===== src/rtl/mem_port_arbiter_pkg.sv =====
// -----------------------------------------------------------------------------
// mem_arb_pkg
// Shared types and constants for the memory-port arbiter.
//   state_e      : arbiter FSM states
//   CTRL_*       : memory_controller Ctrl encodings (2'b10 is illegal and is
//                  passed through untouched; the controller treats it as single)
// -----------------------------------------------------------------------------
package mem_arb_pkg;

  typedef enum logic [1:0] {
    ST_IDLE    = 2'd0,
    ST_ISSUE   = 2'd1,
    ST_WAIT    = 2'd2,
    ST_RELEASE = 2'd3
  } state_e;

  localparam logic [1:0] CTRL_SINGLE = 2'b00;
  localparam logic [1:0] CTRL_HORIZ  = 2'b01;
  localparam logic [1:0] CTRL_VERT   = 2'b11;

endpackage : mem_arb_pkg


===== src/rtl/mem_port_arbiter_rr_arbiter.sv =====
// -----------------------------------------------------------------------------
// rr_arbiter
// Purely combinational round-robin picker, reusable by any shared unit.
// The search starts at ptr+1 (mod N) and wraps, so the requester named by ptr
// (the previous winner) has the lowest priority.
// Ports:
//   req         in  N      request vector
//   ptr         in  IDX_W  index of the previous winner
//   grant       out N      one-hot grant (all zero when no request)
//   grant_idx   out IDX_W  binary index of the winner (0 when none)
//   grant_valid out 1      at least one request present
// -----------------------------------------------------------------------------
module rr_arbiter #(
  parameter int N = 2,
  localparam int IDX_W = (N > 1) ? $clog2(N) : 1
) (
  input  logic [N-1:0]     req,
  input  logic [IDX_W-1:0] ptr,
  output logic [N-1:0]     grant,
  output logic [IDX_W-1:0] grant_idx,
  output logic             grant_valid
);

  // cand_idx[k] is the requester examined at search position k,
  // i.e. (ptr + 1 + k) mod N. One extra bit holds the sum before the wrap.
  logic [IDX_W-1:0] cand_idx [N];

  genvar gi;
  generate
    for (gi = 0; gi < N; gi++) begin : g_cand
      logic [IDX_W:0] sum;
      assign sum = {1'b0, ptr} + (IDX_W + 1)'(gi + 1);
      assign cand_idx[gi] = (sum >= (IDX_W + 1)'(N)) ?
                            IDX_W'(sum - (IDX_W + 1)'(N)) : sum[IDX_W-1:0];
    end
  endgenerate

  always_comb begin
    grant       = '0;
    grant_idx   = '0;
    grant_valid = 1'b0;
    // Walk from the far end so the nearest candidate is assigned last and wins.
    for (int i = N - 1; i >= 0; i--) begin
      if (req[cand_idx[i]]) begin
        grant_idx   = cand_idx[i];
        grant_valid = 1'b1;
      end
    end
    if (grant_valid) begin
      grant[grant_idx] = 1'b1;
    end
  end

endmodule : rr_arbiter


===== src/rtl/mem_port_arbiter.sv =====
// -----------------------------------------------------------------------------
// mem_port_arbiter
// Shares one memory_controller port among N_REQ requesters with round-robin
// arbitration, one transaction at a time. Sequences the controller's
// ENABLE/HANDSHAKE protocol and returns READ data with a done or error pulse.
// All outputs are registered.
// Ports:
//   CLK, RESET                clock (rising) / asynchronous active-low reset
//   REQ[N]                    request levels, held until DONE/ERR
//   REQ_CTRL/REQ_INDEX[2N]    per-requester Ctrl / IndexCtrl slices
//   REQ_ADDR[32N]             per-requester {row, col} address slices
//   GNT[N]                    one-hot grant, from grant until end of release
//   DONE[N], ERR[N]           one-cycle completion / timeout pulses
//   RDATA[48]                 last successfully read data
//   BUSY                      FSM not idle
//   MC_ENABLE/CTRL/INDEXCTRL/ADDRESS  towards the controller
//   MC_HANDSHAKE, MC_READ     from the controller
// -----------------------------------------------------------------------------
module mem_port_arbiter
  import mem_arb_pkg::*;
#(
  parameter int N_REQ          = 2,
  parameter int TIMEOUT        = 32,
  parameter int RELEASE_CYCLES = 2
) (
  input  logic                  CLK,
  input  logic                  RESET,
  input  logic [N_REQ-1:0]      REQ,
  input  logic [2*N_REQ-1:0]    REQ_CTRL,
  input  logic [2*N_REQ-1:0]    REQ_INDEX,
  input  logic [32*N_REQ-1:0]   REQ_ADDR,
  output logic [N_REQ-1:0]      GNT,
  output logic [N_REQ-1:0]      DONE,
  output logic [N_REQ-1:0]      ERR,
  output logic [47:0]           RDATA,
  output logic                  BUSY,
  output logic                  MC_ENABLE,
  output logic [1:0]            MC_CTRL,
  output logic [1:0]            MC_INDEXCTRL,
  output logic [31:0]           MC_ADDRESS,
  input  logic                  MC_HANDSHAKE,
  input  logic [47:0]           MC_READ
);

  localparam int IDX_W = (N_REQ > 1) ? $clog2(N_REQ) : 1;
  localparam int TMO_W = $clog2(TIMEOUT);
  localparam int REL_W = $clog2(RELEASE_CYCLES + 1);

  localparam logic [TMO_W-1:0] TMO_LAST = TMO_W'(TIMEOUT - 1);
  localparam logic [REL_W-1:0] REL_LAST = REL_W'(RELEASE_CYCLES - 1);
  localparam logic [IDX_W-1:0] PTR_RST  = IDX_W'(N_REQ - 1);

  // ---------------------------------------------------------------------------
  // Unpack the flat per-requester buses
  // ---------------------------------------------------------------------------
  logic [1:0]  req_ctrl_arr  [N_REQ];
  logic [1:0]  req_index_arr [N_REQ];
  logic [31:0] req_addr_arr  [N_REQ];

  genvar gi;
  generate
    for (gi = 0; gi < N_REQ; gi++) begin : g_slice
      assign req_ctrl_arr[gi]  = REQ_CTRL[2*gi +: 2];
      assign req_index_arr[gi] = REQ_INDEX[2*gi +: 2];
      assign req_addr_arr[gi]  = REQ_ADDR[32*gi +: 32];
    end
  endgenerate

  // ---------------------------------------------------------------------------
  // State
  // ---------------------------------------------------------------------------
  state_e             state_q, state_d;
  logic [IDX_W-1:0]   ptr_q, ptr_d;
  logic [IDX_W-1:0]   gidx_q, gidx_d;
  logic [TMO_W-1:0]   tmo_cnt_q, tmo_cnt_d;
  logic [REL_W-1:0]   rel_cnt_q, rel_cnt_d;
  logic [N_REQ-1:0]   gnt_q, gnt_d;
  logic [N_REQ-1:0]   done_q, done_d;
  logic [N_REQ-1:0]   err_q, err_d;
  logic [47:0]        rdata_q, rdata_d;
  logic               busy_q, busy_d;
  logic               mc_enable_q, mc_enable_d;
  logic [1:0]         mc_ctrl_q, mc_ctrl_d;
  logic [1:0]         mc_indexctrl_q, mc_indexctrl_d;
  logic [31:0]        mc_address_q, mc_address_d;

  // ---------------------------------------------------------------------------
  // Arbitration
  // ---------------------------------------------------------------------------
  logic [N_REQ-1:0] arb_gnt;
  logic [IDX_W-1:0] arb_idx;
  logic             arb_valid;

  rr_arbiter #(
    .N (N_REQ)
  ) u_rr_arbiter (
    .req         (REQ),
    .ptr         (ptr_q),
    .grant       (arb_gnt),
    .grant_idx   (arb_idx),
    .grant_valid (arb_valid)
  );

  // ---------------------------------------------------------------------------
  // Next-state logic
  // ---------------------------------------------------------------------------
  always_comb begin
    state_d        = state_q;
    ptr_d          = ptr_q;
    gidx_d         = gidx_q;
    tmo_cnt_d      = tmo_cnt_q;
    rel_cnt_d      = rel_cnt_q;
    gnt_d          = gnt_q;
    done_d         = '0;
    err_d          = '0;
    rdata_d        = rdata_q;
    mc_enable_d    = mc_enable_q;
    mc_ctrl_d      = mc_ctrl_q;
    mc_indexctrl_d = mc_indexctrl_q;
    mc_address_d   = mc_address_q;

    unique case (state_q)
      ST_IDLE: begin
        if (arb_valid) begin
          // Command fields are latched here and stay frozen for the whole
          // transaction, whatever the requester does with its inputs.
          gnt_d          = arb_gnt;
          gidx_d         = arb_idx;
          mc_ctrl_d      = req_ctrl_arr[arb_idx];
          mc_indexctrl_d = req_index_arr[arb_idx];
          mc_address_d   = req_addr_arr[arb_idx];
          mc_enable_d    = 1'b1;
          tmo_cnt_d      = '0;
          state_d        = ST_ISSUE;
        end
      end

      ST_ISSUE: begin
        // HANDSHAKE may still be high from the previous transaction while the
        // controller is only now seeing ENABLE, so it is not looked at here.
        tmo_cnt_d = tmo_cnt_q + TMO_W'(1);
        state_d   = ST_WAIT;
      end

      ST_WAIT: begin
        if (MC_HANDSHAKE) begin
          // Handshake takes priority over a timeout on the same cycle.
          rdata_d         = MC_READ;
          done_d[gidx_q]  = 1'b1;
          mc_enable_d     = 1'b0;
          rel_cnt_d       = '0;
          state_d         = ST_RELEASE;
        end else if (tmo_cnt_q == TMO_LAST) begin
          err_d[gidx_q]   = 1'b1;
          mc_enable_d     = 1'b0;
          rel_cnt_d       = '0;
          state_d         = ST_RELEASE;
        end else begin
          tmo_cnt_d = tmo_cnt_q + TMO_W'(1);
        end
      end

      ST_RELEASE: begin
        // ENABLE stays low so the controller can return to its idle state and
        // drop HANDSHAKE before anyone is granted again.
        if (rel_cnt_q == REL_LAST) begin
          gnt_d   = '0;
          ptr_d   = gidx_q;
          state_d = ST_IDLE;
        end else begin
          rel_cnt_d = rel_cnt_q + REL_W'(1);
        end
      end

      default: begin
        state_d = ST_IDLE;
      end
    endcase

    busy_d = (state_d != ST_IDLE);
  end

  // ---------------------------------------------------------------------------
  // Registers
  // ---------------------------------------------------------------------------
  always_ff @(posedge CLK or negedge RESET) begin
    if (!RESET) begin
      state_q        <= ST_IDLE;
      ptr_q          <= PTR_RST;
      gidx_q         <= '0;
      tmo_cnt_q      <= '0;
      rel_cnt_q      <= '0;
      gnt_q          <= '0;
      done_q         <= '0;
      err_q          <= '0;
      rdata_q        <= '0;
      busy_q         <= 1'b0;
      mc_enable_q    <= 1'b0;
      mc_ctrl_q      <= '0;
      mc_indexctrl_q <= '0;
      mc_address_q   <= '0;
    end else begin
      state_q        <= state_d;
      ptr_q          <= ptr_d;
      gidx_q         <= gidx_d;
      tmo_cnt_q      <= tmo_cnt_d;
      rel_cnt_q      <= rel_cnt_d;
      gnt_q          <= gnt_d;
      done_q         <= done_d;
      err_q          <= err_d;
      rdata_q        <= rdata_d;
      busy_q         <= busy_d;
      mc_enable_q    <= mc_enable_d;
      mc_ctrl_q      <= mc_ctrl_d;
      mc_indexctrl_q <= mc_indexctrl_d;
      mc_address_q   <= mc_address_d;
    end
  end

  // ---------------------------------------------------------------------------
  // Outputs
  // ---------------------------------------------------------------------------
  assign GNT          = gnt_q;
  assign DONE         = done_q;
  assign ERR          = err_q;
  assign RDATA        = rdata_q;
  assign BUSY         = busy_q;
  assign MC_ENABLE    = mc_enable_q;
  assign MC_CTRL      = mc_ctrl_q;
  assign MC_INDEXCTRL = mc_indexctrl_q;
  assign MC_ADDRESS   = mc_address_q;

endmodule : mem_port_arbiter

===== config.mk =====
export PLATFORM = sky130hd
export DESIGN_NAME = mem_port_arbiter
export DESIGN_NICKNAME = d
export VERILOG_FILES = /design/src/rtl/mem_port_arbiter_pkg.sv /design/src/rtl/mem_port_arbiter_rr_arbiter.sv /design/src/rtl/mem_port_arbiter.sv
export SDC_FILE = /design/constraint.sdc
export NUM_CORES = 1
export LEC_CHECK = 0
export ABC_CLOCK_PERIOD_IN_PS = 2270
export CORE_UTILIZATION = 30
export CTS_CLUSTER_DIAMETER = 80
export DETAILED_ROUTE_END_ITERATION = 8
export DONT_BUFFER_PORTS = 1
export PLACE_DENSITY = 0.49
export SLEW_MARGIN = 20
export SYNTH_ARGS = -nofsm -noshare
export SYNTH_HDL_FRONTEND = slang
export SYNTH_SLANG_ARGS = --single-unit

===== constraint.sdc =====
create_clock -name CLK -period 2.27 [get_ports CLK]
set_input_delay 0.227 -clock CLK [delete_from_list [all_inputs] [get_ports CLK]]
set_output_delay 0.227 -clock CLK [all_outputs]
set_load 0.01 [all_outputs]

Fig. 1: run 1, sequential cells grouped by signal name
The bar under the picture is 20 um long. Other sequential cells in the stronger grey, the rest of the logic in the fainter grey.
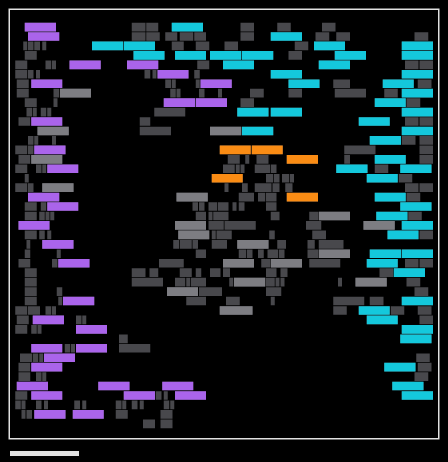
legend:
  purple:
    netlist_name: MC_ADDRESS
    flops: 32
  orange:
    netlist_name: tmo_cnt_q
    flops: 5
  cyan:
    netlist_name: RDATA
    flops: 48
not coloured: 18
sequential cell area: 0.00258 sq mm
flop share of the area: 0.527
Seq power: 3.71 mW
post-layout util: 0.347

Fig. 2: run 1, cells coloured by class
The bar under the picture is 20 um long. Fill, decap, tap and diode cells in grey.
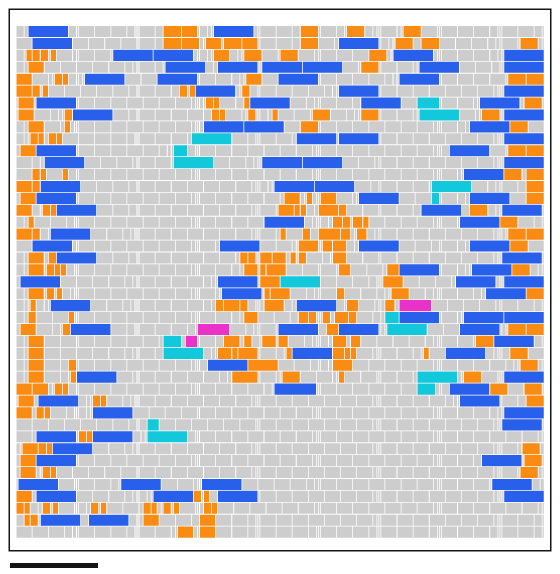
legend:
  magenta:
    class: remaining buffers and delay cells
    cells: 3
    share_of_their_area: 1.0%
  cyan:
    class: clock drivers and dummy loads
    cells: 16
    share_of_their_area: 6.2%
  orange:
    class: combinational and other logic
    cells: 226
    share_of_their_area: 37%
  blue:
    class: sequential cells
    cells: 103
    share_of_their_area: 55%
# rows: 43
core area: 0.0141 sq mm
post-route cell area: 0.00489 sq mm

==> GITHUB_STEP_SUMMARY, run 1 <==
## Synthesis and layout report

| Metric | Value |
|---|---|
| Outcome | `finished, violations left` |
| Failing checks | `hold timing` |
| Worst vdd ir | `0.390 mV` |
| CP cell instances | `ha_1 > and3_1 > ha_1 > o21a_1 > or4b_4 > o21ai_1` |
| GRT met2 Usage | `0.180` |
| Setup CP Type | `reg2reg` |
| Total gr overflow | `0` |
| Clock tree buffer depth | `2` |
| Pre-CTS setup slack | `0.166 ns` |
| Final WS setup | `0.171 ns` |
| Top sig layer | `met4` |
| Period utilization | `0.925` |
| Bufs w/o clock | `3` |
| ANT nets after route | `0` |
| Syn. warnings | `0` |
| Chip Area, Yosys | `0.00441 sq mm` |
| Pwr per Cell Area | `1440 mW/mm^2` |
| Crit-path max cell delay | `0.56 ns` |
| GRT met3 Usage | `0.0443` |
| Boundary Pins | `217` |
| Switching share of power | `0.367` |
| R2R Path End | `tmo_cnt_q[2]$_DFFE_PN0P_` |
| Nonclk inv count | `7` |
| Top cells, area | `dfrtp_1 (58%), mux2_2 (13%), mux2i_1 (9.1%), o21ai_0 (4.2%), nand2_1 (3.6%)` |
| Clock network power | `1.51 mW` |
| Via Count | `2595` |
| Min Hold Slack | `-0.417 ns` |
| Routed met3 length | `956 um` |
| Most common logic cells in the final layout | `dfrtp_1 (102), mux2_2 (49), nand2_1 (41), mux2i_1 (40), o21ai_0 (37)` |
| AND-OR/OR-AND Cells, Area Fraction | `0.0809` |
| Final Hold Vio Count | `103` |
| Most instantiated library cell after synthesis | `dfrtp_1` |
| Post-Syn Area | `0.00441 sq mm` |
| Ys flop type | `dfrtp_1` |
| Max-slew violations | `0` |
| CP required | `2.54 ns` |
| Startpoint Class | `flop` |
| Combinational Power | `1.84 mW` |
| Crit end category | `flop` |
| Flop count | `103` |
| WP buf/inv | `0` |
| Clkbuf count | `10` |
| Gate Area | `0.00172 sq mm` |
| Inst Count DP | `512` |
| Buffers added on ports | `0` |
| Xor/xnor share | `0` |
| Hold WC Path Type | `in2async` |
| Postcts setup bufs | `0` |
| Worst path depth | `6` |
| Layout Nets | `475` |
| Top cell area share | `0.579` |
| Insertion Delay late pin | `0.35 ns` |
| Die H | `123 um` |
| Non-Filler Instances | `528` |
| Post-route DRC | `0` |
| Fillers | `1383` |
| Post-synth regs | `103` |
| Vias in the first global route | `2539` |
| Net count after synthesis | `480` |
| WL met2 | `4110 um` |
| CTS resizes | `0` |
| Worst Tran Pin Value | `0.496 ns` |
| Asr flop ratio synth | `1.00` |
| Yosys top cell by area | `dfrtp_1` |
| Combinational share of cell area | `0.352` |
| Wire per inst | `16.2 um` |
| Post-synth EDFFs | `0` |
| Internal power | `4.46 mW` |
| Synth Area in Adders | `0.0199` |
| CTS Root Cell | `clkbuf_16` |
| Part of the power in registers | `0.526` |
| CTS tree | `yes` |
| Tot GR Track Use | `0.113` |
| Data arrival, critical path | `2.37 ns` |
| Met1 WL | `3370 um` |
| CTS Buf Count | `9` |
| Area added between synthesis and finish | `10.9%` |
| Tapcell Cnt | `180` |
| Cell depth of the worst flop-to-flop path | `6` |
| Die Footprint | `0.0152 sq mm` |
Fig. 3: run 1, local utilization
12 x 12 tiles, from black (low) to pale yellow (high), 0 to 100% covered.
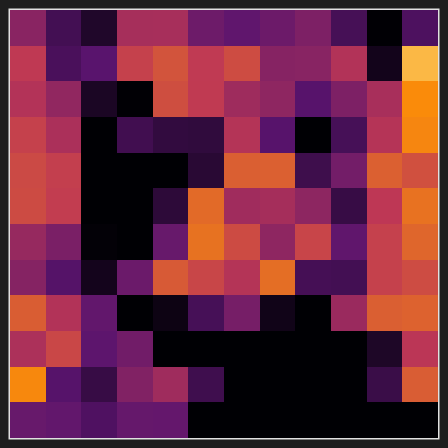
emptiest ninth of the die: south
fullest tile: 85%
mean over tiles: 31%
nearly empty tiles: 21%
FP Core Util: 0.313

==> inputs of run 2 (changes only) <==
CTS_CLUSTER_SIZE = 8   (was not set)
PLACE_DENSITY = not set   (was 0.49)
Fig. 4: run 2, cells coloured by class
The bar under the picture is 20 um long. Fill, decap, tap and diode cells in grey.
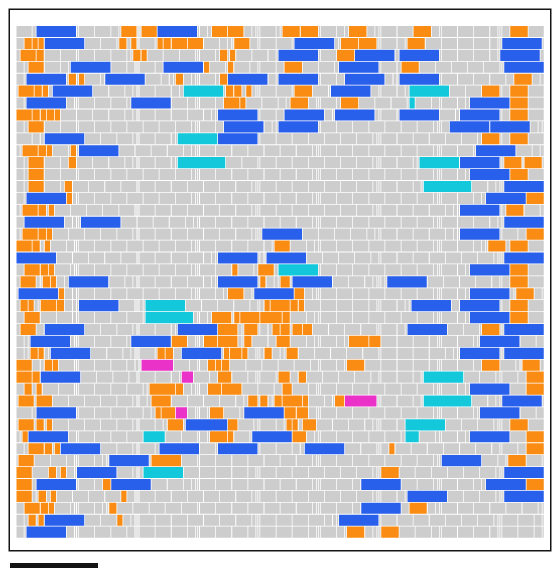
legend:
  cyan:
    class: clock drivers and dummy loads
    cells: 16
    share_of_their_area: 7.8%
  orange:
    class: combinational and other logic
    cells: 226
    share_of_their_area: 37%
  magenta:
    class: remaining buffers and delay cells
    cells: 4
    share_of_their_area: 1.2%
  blue:
    class: sequential cells
    cells: 103
    share_of_their_area: 54%
post-layout util: 0.353
flop share of the area: 0.518
post-route cell area: 0.00498 sq mm

Fig. 5: run 2, local utilization
12 x 12 tiles, from black (low) to pale yellow (high), 0 to 100% covered.
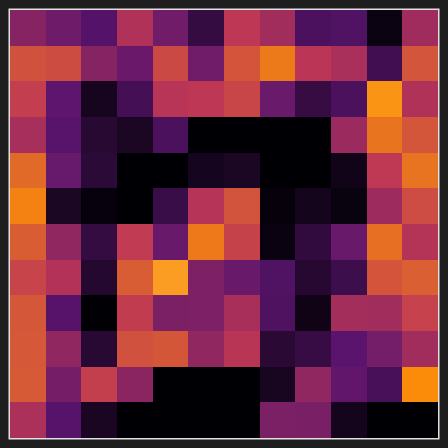
emptiest ninth of the die: south
nearly empty tiles: 15%
mean over tiles: 31%
tiles over 75% full: 2.1%
fullest tile: 79%

==> run 2 against run 1 <==
Combinational power rose by 3%. Maximum frequency decreased by 1.2%. Non-clock buffer count rose by 1. Sequential share of layout area shrank 0.93 points. First-iteration DRC count increased by 53%. The run still ends with hold timing left.
==> GITHUB_STEP_SUMMARY, run 2 <==
## Synthesis and layout report

| Metric | Value |
|---|---|
| Tot GR Track Use | `0.120 (+0.00715)` |
| Worst Tran Pin Value | `0.624 ns (+0.128 ns)` |
| Placer Congestion | `0.815` |
| Starting DRC count in detailed routing | `84` |
| Chip Area, Yosys | `0.00441 sq mm (unchanged)` |
| CTS Root Cell | `clkbuf_16` |
| Sequential cell area | `0.00258 sq mm (unchanged)` |
| Cell Type Count | `40` |
| GRT met3 Usage | `0.0452 (+0.000923)` |
| Max Cap Viol | `0` |
| NetSw | `2.59 mW` |
| Switching share of power | `0.345 (-0.0219)` |
| Critical path destination | `tmo_cnt_q[2]$_DFFE_PN0P_` |
| Syn. warnings | `0 (unchanged)` |
| Failing checks | `hold timing` |
| First-pass GRT wire length | `13400 um` |
| Initial antenna violation count | `0` |
| Boundary Pins | `217 (unchanged)` |
| Fillers | `1363 (-1.4%)` |
| Min Tclk post-route | `2.12 ns` |
| Clock tree buffer depth | `2 (unchanged)` |
| FP Core Util | `0.313 (unchanged)` |
| Top cell category | `sequential cells` |
| Gate Area | `0.00172 sq mm (unchanged)` |
| Layout Nets | `476 (+0.21%)` |
| Synth Area in Adders | `0.0199 (unchanged)` |
| Comb power frac | `0.252` |
| Asr flop ratio synth | `1.00 (unchanged)` |
| Combinational share of cell area | `0.346 (-0.00619)` |
| Peak Freq | `471 MHz` |
| Sequential area share after synthesis | `0.585` |
| CP required | `2.53 ns (about the same)` |
| Flop count | `103 (unchanged)` |
| Net count after synthesis | `480 (unchanged)` |
| Outcome | `finished, violations left` |
| Part of the power in registers | `0.497 (-0.029)` |
| Largest register FFs | `48` |
| GRT met2 Usage | `0.195 (+0.0150)` |
| Synth logic family | `multiplexers` |
| Insertion Delay late pin | `0.35 ns (about the same)` |
| Internal power | `4.92 mW (+10%)` |
| Top pwr grp | `sequential cells` |
| Crit-path max cell delay | `0.57 ns (about the same)` |
| CP max stage cell | `or4b_4` |
| Clkbuf count | `11 (+1)` |
| Synth cell count leaders | `dfrtp_1 (102), mux2_2 (49), nand2_1 (42)` |
| Die width | `123 um` |
| AND-OR/OR-AND Cells, Area Fraction | `0.0809 (unchanged)` |
| Largest fanout on the critical path | `5` |
| Tool warnings | `33` |
| Layout cells sized above 1 | `0.226` |
| Comb gates | `219` |
| Combinational Power | `1.89 mW (+3%)` |
| Clock Sinks | `103` |
| CP cell instances | `ha_1 > and3_1 > ha_1 > o21a_1 > or4b_4 > o21ai_1` |
| Min Hold Slack | `-0.429 ns (-0.0123 ns)` |
| Cell depth of the worst flop-to-flop path | `6 (unchanged)` |
| Met1 usage | `0.135` |
| Worst path depth | `6 (unchanged)` |
| Mux share | `0.216` |
| # setup viols final | `0` |
| Data arrival, critical path | `2.39 ns (+0.02 ns)` |
| Via Count | `2639 (+1.7%)` |
| Die Footprint | `0.0152 sq mm (unchanged)` |
| Post-route DRC | `0 (unchanged)` |
| Top Usage Layer GRT | `met2` |
| Crit end category | `flop` |
| Final setup TNS | `0 ns` |
| Die H | `123 um (unchanged)` |
| Syn Inst Count | `348` |
| Mean Syn Cell Area | `12.7 sq um` |
| CTS tree | `yes` |
| CTS resizes | `0 (unchanged)` |
| Post-synth regs | `103 (unchanged)` |
| Worst vdd ir | `0.478 mV (+22%)` |
| # rows | `43 (unchanged)` |
| Top cell area share | `0.579 (unchanged)` |
| Ys flop type | `dfrtp_1` |
| CTS Buf Count | `9 (unchanged)` |
| CP startpoint | `tmo_cnt_q[0]$_DFFE_PN0P_` |
| Hold WC Path Type | `in2async` |
| Final clock-cell share | `0.0746` |
| Largest net degree at the start of global routing | `104` |
| CP delay by family, top | `simple AND/OR/NAND/NOR gates` |
| WL met2 | `4410 um (+7.5%)` |
| Bufs w/o clock | `4 (+1)` |
| Final WS setup | `0.145 ns (-0.0251 ns)` |
| Clock network power | `1.89 mW (+25%)` |
| Total gr overflow | `0 (unchanged)` |
| Pre-CTS setup slack | `0.149 ns (-0.0171 ns)` |
| Nonclk inv count | `7 (unchanged)` |
| Seq power | `3.74 mW (about the same)` |
| Vias in the first global route | `2628 (+3.5%)` |
| R2R Path End | `tmo_cnt_q[2]$_DFFE_PN0P_` |
| Pwr per Cell Area | `1510 mW/mm^2 (+4.6%)` |
| RSZ-0062 raised after global routing | `false` |
| Setup CP Type | `reg2reg` |
| Buffers added on ports | `0 (unchanged)` |
| Overall Power | `7.51 mW` |
| Tapcell Cnt | `180 (unchanged)` |
| Inst Count DP | `513 (+0.20%)` |
| Vias/cell | `4.99` |
| DR pass1 iterations | `4` |
| Total Routed Length | `9130 um` |
| Most instantiated library cell after synthesis | `dfrtp_1` |
| Clk slew on worst S/H paths | `0.07 ns` |
| Buffer share of cell area | `0.0111` |
| Most common logic cells in the final layout | `dfrtp_1 (102), mux2_2 (49), nand2_1 (41), mux2i_1 (40), o21ai_0 (37)` |
| Slew headroom | `0.582` |
| Core area | `0.0141 sq mm (unchanged)` |
| Clock skew | `0.00832 ns` |
| Met1 WL | `3500 um (+3.6%)` |
| Non-Filler Instances | `529 (+0.19%)` |
| Routed met3 length | `1030 um (+8.2%)` |
| Top cells, area | `dfrtp_1 (58%), mux2_2 (13%), mux2i_1 (9.1%), o21ai_0 (4.2%), nand2_1 (3.6%)` |
| Post-DP Area | `0.00461 sq mm` |
| Top sig layer | `met4` |
| Clock network fraction of total power | `0.251` |
| Critical Path Most Common Cell | `ha_1` |
| Antenna Cells | `0` |
| WP buf/inv | `0 (unchanged)` |
| Period utilization | `0.936 (+0.0111)` |
| Yosys top cell by area | `dfrtp_1` |
| Postcts setup bufs | `0 (unchanged)` |
| Post-synth EDFFs | `0 (unchanged)` |
| ANT nets after route | `0 (unchanged)` |
| H-tree depth | `3` |
| Wire per inst | `17.3 um (+6.3%)` |
| Area added between synthesis and finish | `12.9%` |
| Startpoint Class | `flop` |
| Max-slew violations | `0 (unchanged)` |
| Post-Syn Area | `0.00441 sq mm (unchanged)` |
| Final Hold Vio Count | `103 (unchanged)` |
| Xor/xnor share | `0 (unchanged)` |
Power is estimated from default activity; no workload was simulated.
